$ cat src/rtl/booth_ctrl.sv
// Radix-2 Booth multiplier control sequencer: emits one-hot datapath strobes c0-c6.
// Busy for 5 + 2N + k cycles per operation (k = add/subtract steps); start is ignored while busy.
module booth_ctrl #(
  parameter int N = 8
) (
  input  logic                 clk,
  input  logic                 rst_b,
  input  logic                 start,
  input  logic                 q0,
  input  logic                 q_m1,
  output logic                 c0,
  output logic                 c1,
  output logic                 c2,
  output logic                 c3,
  output logic                 c4,
  output logic                 c5,
  output logic                 c6,
  output logic                 busy,
  output logic                 done,
  output logic [$clog2(N)-1:0] cnt
);

  localparam int CW = $clog2(N);
  localparam logic [CW-1:0] LAST = CW'(N - 1);

  typedef enum logic [3:0] {
    S_IDLE,
    S_INIT,
    S_LOADM,
    S_TEST,
    S_ADD,
    S_SUB,
    S_SHIFT,
    S_OUTA,
    S_OUTQ,
    S_DONE
  } state_t;

  state_t state, state_nxt;

  always_comb begin
    state_nxt = state;
    case (state)
      S_IDLE:  if (start) state_nxt = S_INIT;
      S_INIT:  state_nxt = S_LOADM;
      S_LOADM: state_nxt = S_TEST;
      S_TEST: begin
        case ({q0, q_m1})
          2'b10:   state_nxt = S_SUB;
          2'b01:   state_nxt = S_ADD;
          default: state_nxt = S_SHIFT;
        endcase
      end
      S_ADD:   state_nxt = S_SHIFT;
      S_SUB:   state_nxt = S_SHIFT;
      S_SHIFT: state_nxt = (cnt == LAST) ? S_OUTA : S_TEST;
      S_OUTA:  state_nxt = S_OUTQ;
      S_OUTQ:  state_nxt = S_DONE;
      S_DONE:  state_nxt = S_IDLE;
      default: state_nxt = S_IDLE;
    endcase
  end

  // Strobes are registered from the next state, so each one is a clean decode of the state register.
  always_ff @(posedge clk or negedge rst_b) begin
    if (!rst_b) begin
      state <= S_IDLE;
      cnt   <= '0;
      c0    <= 1'b0;
      c1    <= 1'b0;
      c2    <= 1'b0;
      c3    <= 1'b0;
      c4    <= 1'b0;
      c5    <= 1'b0;
      c6    <= 1'b0;
      busy  <= 1'b0;
      done  <= 1'b0;
    end else begin
      state <= state_nxt;
      c0    <= (state_nxt == S_INIT);
      c1    <= (state_nxt == S_LOADM);
      c2    <= (state_nxt == S_ADD);
      c3    <= (state_nxt == S_SUB);
      c4    <= (state_nxt == S_SHIFT);
      c5    <= (state_nxt == S_OUTQ);
      c6    <= (state_nxt == S_OUTA);
      busy  <= (state_nxt != S_IDLE);
      done  <= (state_nxt == S_DONE);
      case (state)
        S_IDLE:  cnt <= '0;
        S_INIT:  cnt <= '0;
        S_SHIFT: cnt <= (cnt == LAST) ? '0 : cnt + CW'(1);
        default: cnt <= cnt;
      endcase
    end
  end

endmodule

$ cat config.mk
export PLATFORM = sky130hd
export DESIGN_NAME = booth_ctrl
export DESIGN_NICKNAME = d
export VERILOG_FILES = /design/src/rtl/booth_ctrl.sv
export SDC_FILE = /design/constraint.sdc
export NUM_CORES = 1
export LEC_CHECK = 0
export ABC_CLOCK_PERIOD_IN_PS = 1230
export CORE_MARGIN = 2
export CORE_UTILIZATION = 43
export DETAILED_ROUTE_END_ITERATION = 6
export GPL_ROUTABILITY_DRIVEN = 0
export HOLD_SLACK_MARGIN = 0.1
export PLACE_DENSITY = 0.72
export SYNTH_ARGS = -nofsm -noshare
export SYNTH_HDL_FRONTEND = slang
export SYNTH_SLANG_ARGS = --single-unit
export TNS_END_PERCENT = 100
$ cat constraint.sdc
create_clock -name clk -period 1.23 [get_ports clk]
set_input_delay 0.246 -clock clk [delete_from_list [all_inputs] [get_ports clk]]
set_output_delay 0.246 -clock clk [all_outputs]
set_load 0.1 [all_outputs]
==> results.txt <==
Summary of the current implementation state.

- The run finished, with violations left.
- The checks that failed: negative setup slack.
- Ranked by flip-flop count, first place goes to state.
- The post-placement cell area is ~1200 µm², for reference.
- Averaged over all synthesized cells, the footprint is 11.21 µm².
- The final antenna diode tally reported by the flow is 0.
- The total of flip-flops plus latches after synthesis is 16, for reference.
- The share of the core filled by cells before placement is 45.43%, for reference.
- The net count after synthesis is 78, for reference.
- The post-detailed-route via-to-cell ratio is 5.183, for reference.
- The synthesized netlist cell count is 70, for reference.
- The CTS log lists the clock sinks for this run as 16.
- TritonCTS built the clock tree.
- The count of endpoints failing setup in the final report is 8, for reference.
- For this design, Yosys synthesis ends with a cell count of 70.
- Once routing completed, OpenROAD measured the worst setup slack at -0.1655 ns.
- Detailed routing inserted a total of just under 700 vias.
- The violation count after the first detailed-route iteration is 6, for reference.
- Per the timing report, the most critical flop-to-flop path originates at cnt[0].
- The final routed wirelength across all metal layers is 1.931 mm, for reference.
- The type of the worst setup path is reg -> reg, for reference.
- The highest-delay cell along the critical path is dfrtp_4, for reference.
- Entering global routing, the biggest net connects 17 pins.
- On the worst path, the slowest cell contributes a delay of 0.51 ns.
- The residual DRC count is 0, for reference.
- In the final design database the tool counted 115 nets.
routing by layer:
| metal | up-vias | routed length [µm] | GRT usage, % | share of wire [%] |
|---|---|---|---|---|
| met5 | - | 0 | 0 | 0 |
| met1 | 331 | 820 | 23.30 | 42 |
| met4 | 0 | 57 | 11.67 | 3.0 |
| li1 | 323 | - | - | - |
| met3 | 7 | 57 | 2.745 | 3.0 |
| met2 | 18 | 995 | 29.72 | 52 |
worst register-to-register path, stage by stage, from the launching register on:
cell       delay, ns
dfrtp_4         0.51
ha_4            0.17
ha_4            0.15
and2b_1         0.18
o21ai_2         0.16
a2111oi_2       0.09
kinds of logic (layout without fill, tap and decap cells):
group / Yosys count / count (layout) / synth area share (%)
simple gates: 24 / 24 / 21.37
compound gates: 16 / 16 / 15.47
flops: 16 / 16 / 51.04
fa+ha+maj: 3 / 3 / 4.785
buf+inv: 11 / 47 / 7.336
cells in the final DEF (no fill, tap or decap), types with 2 or more instances in the layout:
cell type        netlist  layout
dfrtp_1               16       9
a32oi_1                2       2
dfrtp_4                0       2
nor3b_2                0       2
o21ai_1                1       3
ha_4                   0       3
inv_2                  2       3
or2_1                  2       2
clkdlybuf4s50_1        0       3
a21oi_2                1       2
dfrtp_2                0       5
buf_12                 0      12
and4_1                 2       2
a21oi_1                3       2
nor3_1                 3       2
and2_1                 2       2
buf_6                  1       3
buf_4                  2      17
nand2b_1               4       3
inv_1                  5       4
clkbuf_4               0       3
where the power goes:
part	switching (W)	total, W	internal (W)
Clock	0.000176	0.000302	0.000126
Sequential	0.000271	0.000995	0.000724
Combinational	0.00138	0.00242	0.00104
Total	0.00183	0.00372	0.00189
cell type report:
type,instances,area (µm²)
clock buffers,4,26.28
fillers,110,381.6
inverters,7,26.28
multi-input cells,43,402.9
flip-flops and latches,16,414.1
well taps,25,31.28
repair buffers,36,444.2
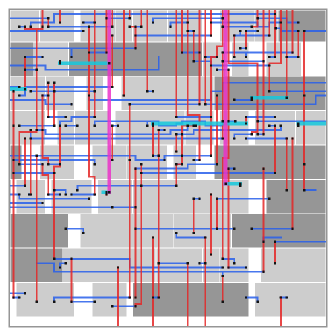
Fig. 1. A small window of the routed layout.
Region (11, 2) to (36, 27) µm. Cells in grey, sequential cells in the stronger grey; small squares are vias.
met4 -> magenta
met1 -> blue
met3 -> cyan
met2 -> red
cells with their middle in the window = 49
most frequent = buf_4 (9), dfrtp_1 (5), buf_12 (5)
sequential cells in the window = 7

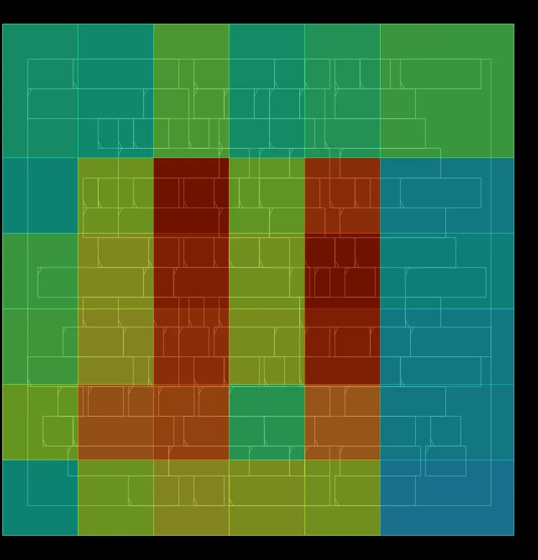
Fig. 2. Routing congestion map.
Routed WL per cell: 14.74 µm
met3 layer usage reported by global route: 2.745%

Power figures rest on the tool's default switching activity, not on a simulated workload.
